Figure 1. Drive-strength map (run 1).
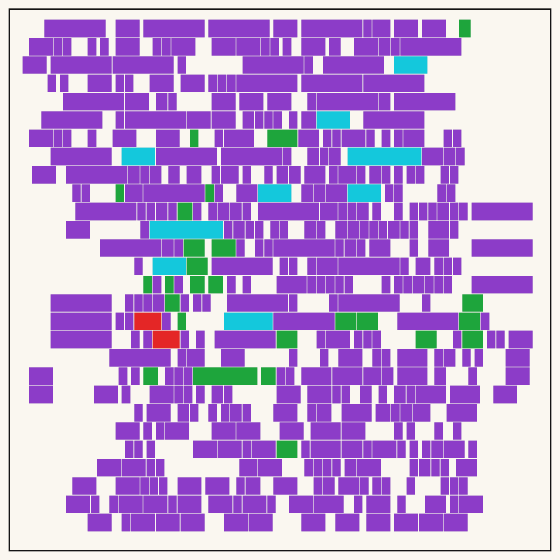
Figure 2. Placed standard cells (run 1).
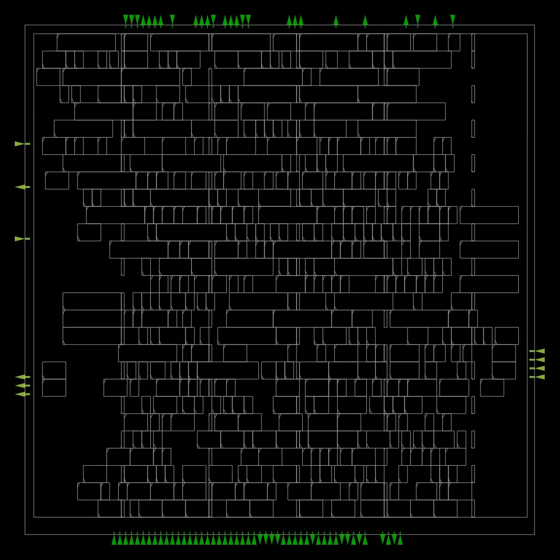
Figure 3. Nets reached from selected ports (run 1).
The bar under the picture is 20 um long.
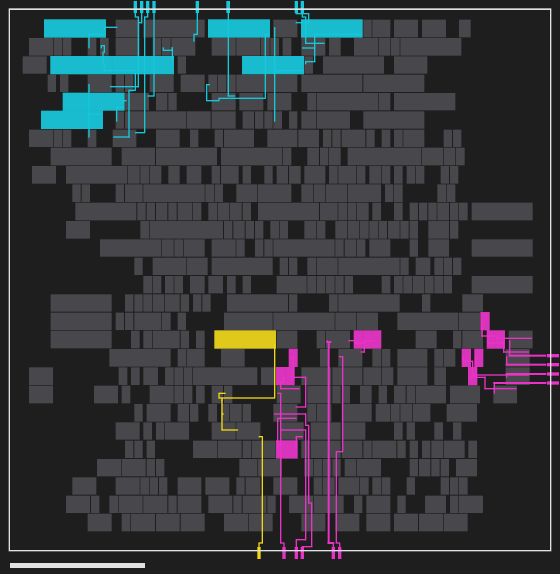
Figure 4. Cells coloured by class (run 1).
Fill, decap, tap and diode cells in grey.
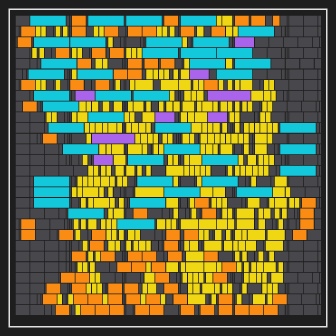
<file path="src/rtl/imem_load_ctrl_if.sv">
// Boot loader bus bundle: program byte stream, imem write port, fetch port and core control.
interface imem_load_ctrl_if #(
  parameter int unsigned MEM_BYTES = 256
);
  localparam int unsigned ADDR_W = $clog2(MEM_BYTES);

  logic              load_start;
  logic [ADDR_W:0]   load_len;
  logic              byte_valid;
  logic [7:0]        byte_data;
  logic              byte_ready;
  logic              mem_we;
  logic [ADDR_W-1:0] mem_waddr;
  logic [7:0]        mem_wdata;
  logic [31:0]       cpu_pc;
  logic [ADDR_W-1:0] fetch_addr;
  logic              cpu_rst_n;
  logic              cpu_stall;
  logic              load_done;
  logic              load_err;
  logic              fetch_fault;

  modport master (
    output load_start, load_len, byte_valid, byte_data, cpu_pc,
    input  byte_ready, mem_we, mem_waddr, mem_wdata, fetch_addr,
           cpu_rst_n, cpu_stall, load_done, load_err, fetch_fault
  );

  modport slave (
    input  load_start, load_len, byte_valid, byte_data, cpu_pc,
    output byte_ready, mem_we, mem_waddr, mem_wdata, fetch_addr,
           cpu_rst_n, cpu_stall, load_done, load_err, fetch_fault
  );
endinterface

</file>
<file path="src/rtl/imem_load_ctrl.sv">
// Boot-time instruction memory loader: streams a program into imem, holds the core
// in reset while loading, then releases it and range-checks every fetch PC.
module imem_load_ctrl #(
  parameter int unsigned MEM_BYTES = 256
) (
  input logic             clk,
  input logic             reset,
  imem_load_ctrl_if.slave bus
);
  localparam int unsigned ADDR_W = $clog2(MEM_BYTES);
  localparam int unsigned LEN_W  = ADDR_W + 1;
  localparam int unsigned SUM_W  = ADDR_W + 2;

  typedef enum logic [2:0] {IDLE, LOAD, DRAIN, RUN, ERROR} state_t;

  state_t            state_q, state_d;
  logic [LEN_W-1:0]  count_q, count_d;
  logic [LEN_W-1:0]  len_q, len_d;
  logic              mem_we_q, mem_we_d;
  logic [ADDR_W-1:0] mem_waddr_q, mem_waddr_d;
  logic [7:0]        mem_wdata_q, mem_wdata_d;
  logic              cpu_rst_n_q, cpu_rst_n_d;
  logic              cpu_stall_q, cpu_stall_d;
  logic              load_done_q, load_done_d;
  logic              load_err_q, load_err_d;
  logic              fetch_fault_q, fetch_fault_d;
  logic              len_ok_c, pc_bad_c, take_c;

  // A word fetch must lie entirely inside the loaded program image.
  assign len_ok_c = (bus.load_len != '0) &&
                    (bus.load_len <= LEN_W'(MEM_BYTES)) &&
                    (bus.load_len[1:0] == 2'b00);
  assign pc_bad_c = (bus.cpu_pc[1:0] != 2'b00) ||
                    (bus.cpu_pc[31:ADDR_W] != '0) ||
                    ((SUM_W'(bus.cpu_pc[ADDR_W-1:0]) + SUM_W'(3)) >= SUM_W'(len_q));
  assign take_c   = bus.byte_valid && (state_q == LOAD);

  assign bus.byte_ready  = (state_q == LOAD);
  assign bus.fetch_addr  = ((state_q == RUN) && !fetch_fault_q) ? bus.cpu_pc[ADDR_W-1:0] : '0;
  assign bus.mem_we      = mem_we_q;
  assign bus.mem_waddr   = mem_waddr_q;
  assign bus.mem_wdata   = mem_wdata_q;
  assign bus.cpu_rst_n   = cpu_rst_n_q;
  assign bus.cpu_stall   = cpu_stall_q;
  assign bus.load_done   = load_done_q;
  assign bus.load_err    = load_err_q;
  assign bus.fetch_fault = fetch_fault_q;

  always_ff @(posedge clk or negedge reset) begin
    if (!reset) begin
      state_q       <= IDLE;
      count_q       <= '0;
      len_q         <= '0;
      mem_we_q      <= 1'b0;
      mem_waddr_q   <= '0;
      mem_wdata_q   <= '0;
      cpu_rst_n_q   <= 1'b0;
      cpu_stall_q   <= 1'b1;
      load_done_q   <= 1'b0;
      load_err_q    <= 1'b0;
      fetch_fault_q <= 1'b0;
    end else begin
      state_q       <= state_d;
      count_q       <= count_d;
      len_q         <= len_d;
      mem_we_q      <= mem_we_d;
      mem_waddr_q   <= mem_waddr_d;
      mem_wdata_q   <= mem_wdata_d;
      cpu_rst_n_q   <= cpu_rst_n_d;
      cpu_stall_q   <= cpu_stall_d;
      load_done_q   <= load_done_d;
      load_err_q    <= load_err_d;
      fetch_fault_q <= fetch_fault_d;
    end
  end

  // Next state and next registered outputs; load_start beats a same-cycle PC fault.
  always_comb begin
    state_d       = state_q;
    count_d       = count_q;
    len_d         = len_q;
    mem_we_d      = 1'b0;
    mem_waddr_d   = mem_waddr_q;
    mem_wdata_d   = mem_wdata_q;
    cpu_rst_n_d   = cpu_rst_n_q;
    cpu_stall_d   = cpu_stall_q;
    load_done_d   = load_done_q;
    load_err_d    = load_err_q;
    fetch_fault_d = fetch_fault_q;
    case (state_q)
      IDLE, RUN, ERROR: begin
        if (bus.load_start) begin
          cpu_rst_n_d = 1'b0;
          cpu_stall_d = 1'b1;
          load_done_d = 1'b0;
          if (len_ok_c) begin
            state_d       = LOAD;
            len_d         = bus.load_len;
            count_d       = '0;
            load_err_d    = 1'b0;
            fetch_fault_d = 1'b0;
          end else begin
            state_d    = ERROR;
            load_err_d = 1'b1;
          end
        end else if (state_q == RUN) begin
          cpu_rst_n_d   = 1'b1;
          load_done_d   = 1'b1;
          fetch_fault_d = fetch_fault_q | pc_bad_c;
          cpu_stall_d   = fetch_fault_q | pc_bad_c;
        end
      end
      LOAD: begin
        if (take_c) begin
          mem_we_d    = 1'b1;
          mem_waddr_d = count_q[ADDR_W-1:0];
          mem_wdata_d = bus.byte_data;
          count_d     = count_q + LEN_W'(1);
          if (count_q == (len_q - LEN_W'(1))) state_d = DRAIN;
        end
      end
      DRAIN:   state_d = RUN;
      default: state_d = IDLE;
    endcase
  end
endmodule

</file>
<file path="src/flat_wrapper.sv">
// flat-port wrapper written by rule: the top's interface ports become plain ports
module imem_load_ctrl_flat 
#(
  parameter int unsigned MEM_BYTES = 256
)
  (clk, reset, bus_load_start, bus_load_len, bus_byte_valid, bus_byte_data, bus_cpu_pc, bus_byte_ready, bus_mem_we, bus_mem_waddr, bus_mem_wdata, bus_fetch_addr, bus_cpu_rst_n, bus_cpu_stall, bus_load_done, bus_load_err, bus_fetch_fault);
  imem_load_ctrl_if #(.MEM_BYTES(MEM_BYTES)) bus_i ();
  input logic clk;
  input logic reset;
  input wire logic [$bits(bus_i.load_start)-1:0] bus_load_start;
  input wire logic [$bits(bus_i.load_len)-1:0] bus_load_len;
  input wire logic [$bits(bus_i.byte_valid)-1:0] bus_byte_valid;
  input wire logic [$bits(bus_i.byte_data)-1:0] bus_byte_data;
  input wire logic [$bits(bus_i.cpu_pc)-1:0] bus_cpu_pc;
  output wire logic [$bits(bus_i.byte_ready)-1:0] bus_byte_ready;
  output wire logic [$bits(bus_i.mem_we)-1:0] bus_mem_we;
  output wire logic [$bits(bus_i.mem_waddr)-1:0] bus_mem_waddr;
  output wire logic [$bits(bus_i.mem_wdata)-1:0] bus_mem_wdata;
  output wire logic [$bits(bus_i.fetch_addr)-1:0] bus_fetch_addr;
  output wire logic [$bits(bus_i.cpu_rst_n)-1:0] bus_cpu_rst_n;
  output wire logic [$bits(bus_i.cpu_stall)-1:0] bus_cpu_stall;
  output wire logic [$bits(bus_i.load_done)-1:0] bus_load_done;
  output wire logic [$bits(bus_i.load_err)-1:0] bus_load_err;
  output wire logic [$bits(bus_i.fetch_fault)-1:0] bus_fetch_fault;
  assign bus_i.load_start = bus_load_start;
  assign bus_i.load_len = bus_load_len;
  assign bus_i.byte_valid = bus_byte_valid;
  assign bus_i.byte_data = bus_byte_data;
  assign bus_i.cpu_pc = bus_cpu_pc;
  assign bus_byte_ready = bus_i.byte_ready;
  assign bus_mem_we = bus_i.mem_we;
  assign bus_mem_waddr = bus_i.mem_waddr;
  assign bus_mem_wdata = bus_i.mem_wdata;
  assign bus_fetch_addr = bus_i.fetch_addr;
  assign bus_cpu_rst_n = bus_i.cpu_rst_n;
  assign bus_cpu_stall = bus_i.cpu_stall;
  assign bus_load_done = bus_i.load_done;
  assign bus_load_err = bus_i.load_err;
  assign bus_fetch_fault = bus_i.fetch_fault;
  imem_load_ctrl #(.MEM_BYTES(MEM_BYTES)) u_core (.clk(clk), .reset(reset), .bus(bus_i));
endmodule
</file>
<file path="config.mk">
export PLATFORM = sky130hd
export DESIGN_NAME = imem_load_ctrl_flat
export DESIGN_NICKNAME = d
export VERILOG_FILES = /design/src/rtl/imem_load_ctrl_if.sv /design/src/rtl/imem_load_ctrl.sv /design/src/flat_wrapper.sv
export SDC_FILE = /design/constraint.sdc
export NUM_CORES = 1
export LEC_CHECK = 0
export ABC_AREA = 1
export CAP_MARGIN = 20
export CORE_UTILIZATION = 45
export DETAILED_ROUTE_END_ITERATION = 10
export GPL_ROUTABILITY_DRIVEN = 0
export PLACE_DENSITY = 0.83
export SKIP_CTS_REPAIR_TIMING = 1
export SYNTH_ARGS = -nofsm -noshare
export SYNTH_HDL_FRONTEND = slang
export SYNTH_SLANG_ARGS = --single-unit
</file>
<file path="constraint.sdc">
create_clock -name clk -period 3.65 [get_ports clk]
set_input_delay 0.73 -clock clk [delete_from_list [all_inputs] [get_ports clk]]
set_output_delay 0.73 -clock clk [all_outputs]
set_load 0.05 [all_outputs]
</file>
==> CHANGELOG.md, run 1 <==
### Changed

- Outcome: completed
- Crit. End Element: flop
- Post-synthesis mux area share: 0%
- Asr flop ratio synth: 100%
- Initial DRC Count: about 220
- Fin. Hold Viols: 0
- Simple share: about a third
- Worst hold endpoint: u_core.bus.mem_wdata[7]
- Total GRT Usage: a little under a quarter
- Final count of pins violating max slew: 0
- Delay-heaviest family, CP: simple AND/OR/NAND/NOR gates
- WS Path Type: input port to flop
- Sequential power: 757 uW
- DR vias/cell: 4.91
- Crit path cell chain: clkdlybuf4s50_1 > inv_1 > ha_1 > nor3_1 > nand3_1 > nand2_1 > inv_1 > ha_1 > nand2_1 > nor2_1 > o211ai_1 > nand3_1 > nor2_1 > nand3_1 > o21ai_0 > nand2_1
- Worst path depth: 16
- Hold depth: 2
- Max cap viols: 0
- Worst Setup EP: u_core.bus.cpu_stall
- Sequential group share of total power: 29.7%
- Diodes inserted: 0
- Root Driver: clkbuf_8
- Met3 GRT Util: under 10%
- Post-Route WL: 6950 um
- Total CTS buffers: 5
- Ao+oa area frac: approximately a tenth
- Dpl cell area: around 3600 um2
- Main logic family: simple AND/OR/NAND/NOR gates
- F_max: approximately 320 MHz
- WP data arrival: 3.38 ns
- TritonCTS clock tree: yes
- Combinational Area: between 1000 and 1500 um2
- Post-layout min period: about 3.1 ns
- Vias in the first global route: approximately 2,700
- Switching Share: between 40% and 50%
- Hold slack: just under 0.5 ns
- Leading registers by flop count: u_core.count_q (9), u_core.len_q (9)
- Main synth FF type: dfrtp_1
- Syn Nets: roughly 450
- Initial antenna violation count: 0
- Top power group: combinational cells
- Grt ovf: 0
- WP buf/inv: 3
- R2r startpoint: u_core.len_q[0]
- Pwr/cell area: 677 nW/um2
- Crit-path slowest cell: clkdlybuf4s50_1
- Clock sink count: 42
- H-Tree Level Count: 2
- Mapped Cells: 381
- Die Wd: between 80 and 90 um
- Worst Max-Slew Pin Slew: 0.919 ns
- Int Pwr: 1.38 mW
- Largest net degree at the start of global routing: ~43
- P_comb: roughly 1.3 mW
- Flip-flops with a built-in enable: 0
- Top cells excl fill/tap: nand2_1 (121), clkdlybuf4s50_1 (82), nor2_1 (55), inv_1 (44), dfrtp_1 (41)
- CP required: between 3 and 4 ns
- Fin nets: 531
- Worst hold start: u_core.bus.mem_wdata[7]
- Top Layer Used: met4
- Die H: around 80 um
- Max incr delay on CP: approximately 0.51 ns
- Busiest grt layer: met2
- Router iterations before antenna repair: 4
- Leakage: 1.83 nW
## Picture notes: Figure 1
- cyan: x6 and larger (cells 9)
- red: x3 and x4 (cells 2)
- purple: x1 and smaller (cells 429)
- green: x2 (cells 26)
Final WS setup: 0.501 ns
bufs w/o clock: 83
P&R area growth vs syn: 36.7%

## Picture notes: Figure 2
n_taps: 75
Core Util, Final: 63.6%
num rows: 28
Flop Count: 42

## Picture notes: Figure 3
- yellow: `bus_fetch_fault` (bits 1; direction output; end cells 1; buffers 1; wire 42.3 um)
- magenta: `bus_load_len` (bits 9; direction input; end cells 13; buffers 9; wire 240 um)
- cyan: `bus_mem_wdata` (bits 8; direction output; end cells 8; buffers 8; wire 183 um)
Boundary Pins: 84
I/O Buffers: 83

## Picture notes: Figure 4
- yellow: remaining logic cells (cells 333)
- purple: clock drivers and dummy loads (cells 8)
- cyan: registers (cells 42)
- orange: remaining buffers and delay cells (cells 83)
Final Cell Area: 3770 um2
flop share of the area: 27.9%
CORE AREA: 5920 um2

## run 1: cell usage after synthesis, types with 2 or more instances
cell	n	area, um2
a21oi_1	3	15.0
buf_2	2	10.0
buf_4	2	15.0
dfrtp_1	41	1030
ha_1	13	163
inv_1	44	165
inv_2	6	22.5
nand2_1	121	454
nand2_2	5	31.3
nand3_1	18	90.1
nand4_1	5	31.3
nor2_1	55	206
nor2_4	2	22.5
nor3_1	5	25.0
o211ai_1	2	15.0
o21ai_0	17	85.1
o21ai_2	9	78.8
o31ai_1	4	30.0
xnor2_1	2	17.5
xor2_1	13	114
## run 1: final cells by class
type | count | area share, %
clock buffer | 6 | 2.19
clock inverter | 2 | 1.59
inverter | 50 | 4.98
multi-input combinational | 283 | 38.9
sequential | 42 | 27.9
tap | 75 | 2.49
timing repair buffer | 83 | 21.9
==> inputs of run 2 (changes only) <==
Settings changed: CAP_MARGIN 20 to 10, CORE_UTILIZATION 45 to 43.
Clock period 3.65 ns to 2.7 ns, I/O delays scaled along.
Figure 5. Placed standard cells (run 2).
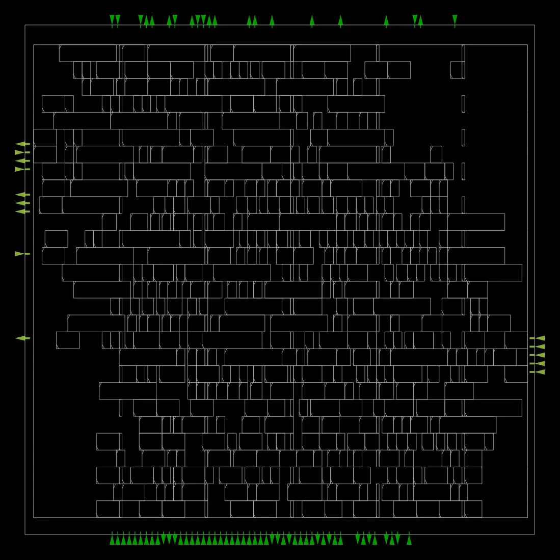
CORE AREA: 6060 um2
post-route insts no fill: 552
flop share of the area: 27.6%
Core Util, Final: 62.9%
Filler cells: 531

Figure 6. Drive-strength map (run 2).
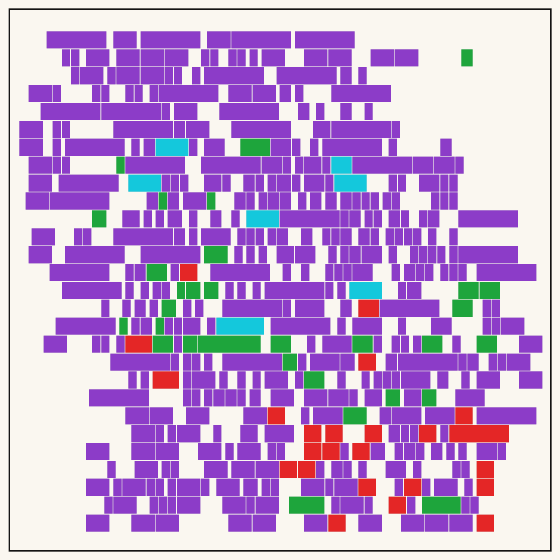
- purple: x1 and smaller (cells 415)
- green: x2 (cells 31)
- red: x3 and x4 (cells 24)
- cyan: x6 and larger (cells 7)
P&R area growth vs syn: 38.4%
Final WS setup: 0.140 ns
Final Cell Area: 3810 um2
bufs w/o clock: 94

==> run 2 against run 1 <==
Compared with the run above:
- via count rose by 2.3%
- clock-buffer cell count is 1 lower
- first-iteration DRC count is 39% lower
- critical path depth shrank 11
- worst setup slack lost 0.36 ns
- clock skew is 0.0024 ns higher
- sequential share of layout area is 0.34 points lower
- non-clock buffer count up 11
- largest cell class unchanged
==> CHANGELOG.md, run 2 <==
### Changed

- Initial antenna violation count: 0
- Post-Route WL: ~6800 um
- Grt ovf: 0
- Top cells excl fill/tap: nand2_1 (120), clkdlybuf4s50_1 (74), nor2_1 (54), inv_1 (44), dfrtp_1 (41)
- Total GRT Usage: 21.9%
- Flip-flops with a built-in enable: 0
- Asr flop ratio synth: 100%
- Sequential group share of total power: roughly 31%
- Switching Share: slightly below 50%
- R2r startpoint: u_core.len_q[0]
- Outcome: completed
- Main synth FF type: dfrtp_1
- Max incr delay on CP: 0.81 ns
- Simple share: 33.0%
- Clock sink count: around 42
- Root Driver: clkbuf_8
- Final count of pins violating max slew: 0
- Post-layout min period: ~2.6 ns
- F_max: 391 MHz
- Dpl cell area: 3690 um2
- TritonCTS clock tree: yes
- Boundary Pins: about 84
- Total CTS buffers: 5
- Largest net degree at the start of global routing: ~43
- WP data arrival: around 2 ns
- Die Wd: between 80 and 90 um
- Crit path cell chain: inv_2 > nor2_4 > nand2_2 > inv_2 > clkdlybuf4s50_1
- Post-synthesis mux area share: 0%
- Mapped Cells: around 380
- Top cell type's share of synthesized area: between 30% and 40%
- Num rows: 28
- Hold slack: 0.382 ns
- Diodes inserted: 0
- Worst Max-Slew Pin Slew: roughly 0.95 ns
- Delay-heaviest family, CP: buffers and inverters
- Crit-path slowest cell: clkdlybuf4s50_1
- WP buf/inv: 3
- Syn Nets: roughly 450
- Crit. End Element: output pin
- Pwr/cell area: 865 nW/um2
- Max cap viols: 0
- Die H: a little over 80 um
- I/O Buffers: around 83
- Router iterations before antenna repair: 4
- Fin. Hold Viols: 0
## run 2: power groups by stage
stage	logic, mW	registers [mW]	clock network, mW
detailed placement	1.82	1.03	0
CTS	1.83	1.03	0.434
global placement	1.77	1.03	0
finish	1.84	1.03	0.427
floorplan	0.845	1.44	0
global route	2.03	1.06	0.470
## run 2: layer usage
metal / wire length (um) / global-route usage [%]
met5: 0 / 0
met4: 142 / 6.49
met3: 304 / 4.33
met1: 2930 / 25.9
met2: 3460 / 39.5
## run 2: final cells by class
cell class,count,area [um2],area share [%]
inverters,50,188,4.92
well taps,75,93.8,2.46
multi-input cells,283,1500,39.3
repair buffers,94,888,23.3
flip-flops and latches,42,1050,27.6
clock buffers,5,68.8,1.80
clock inverters,3,25.0,0.656
Power figures rest on the tool's default switching activity, not on a simulated workload.
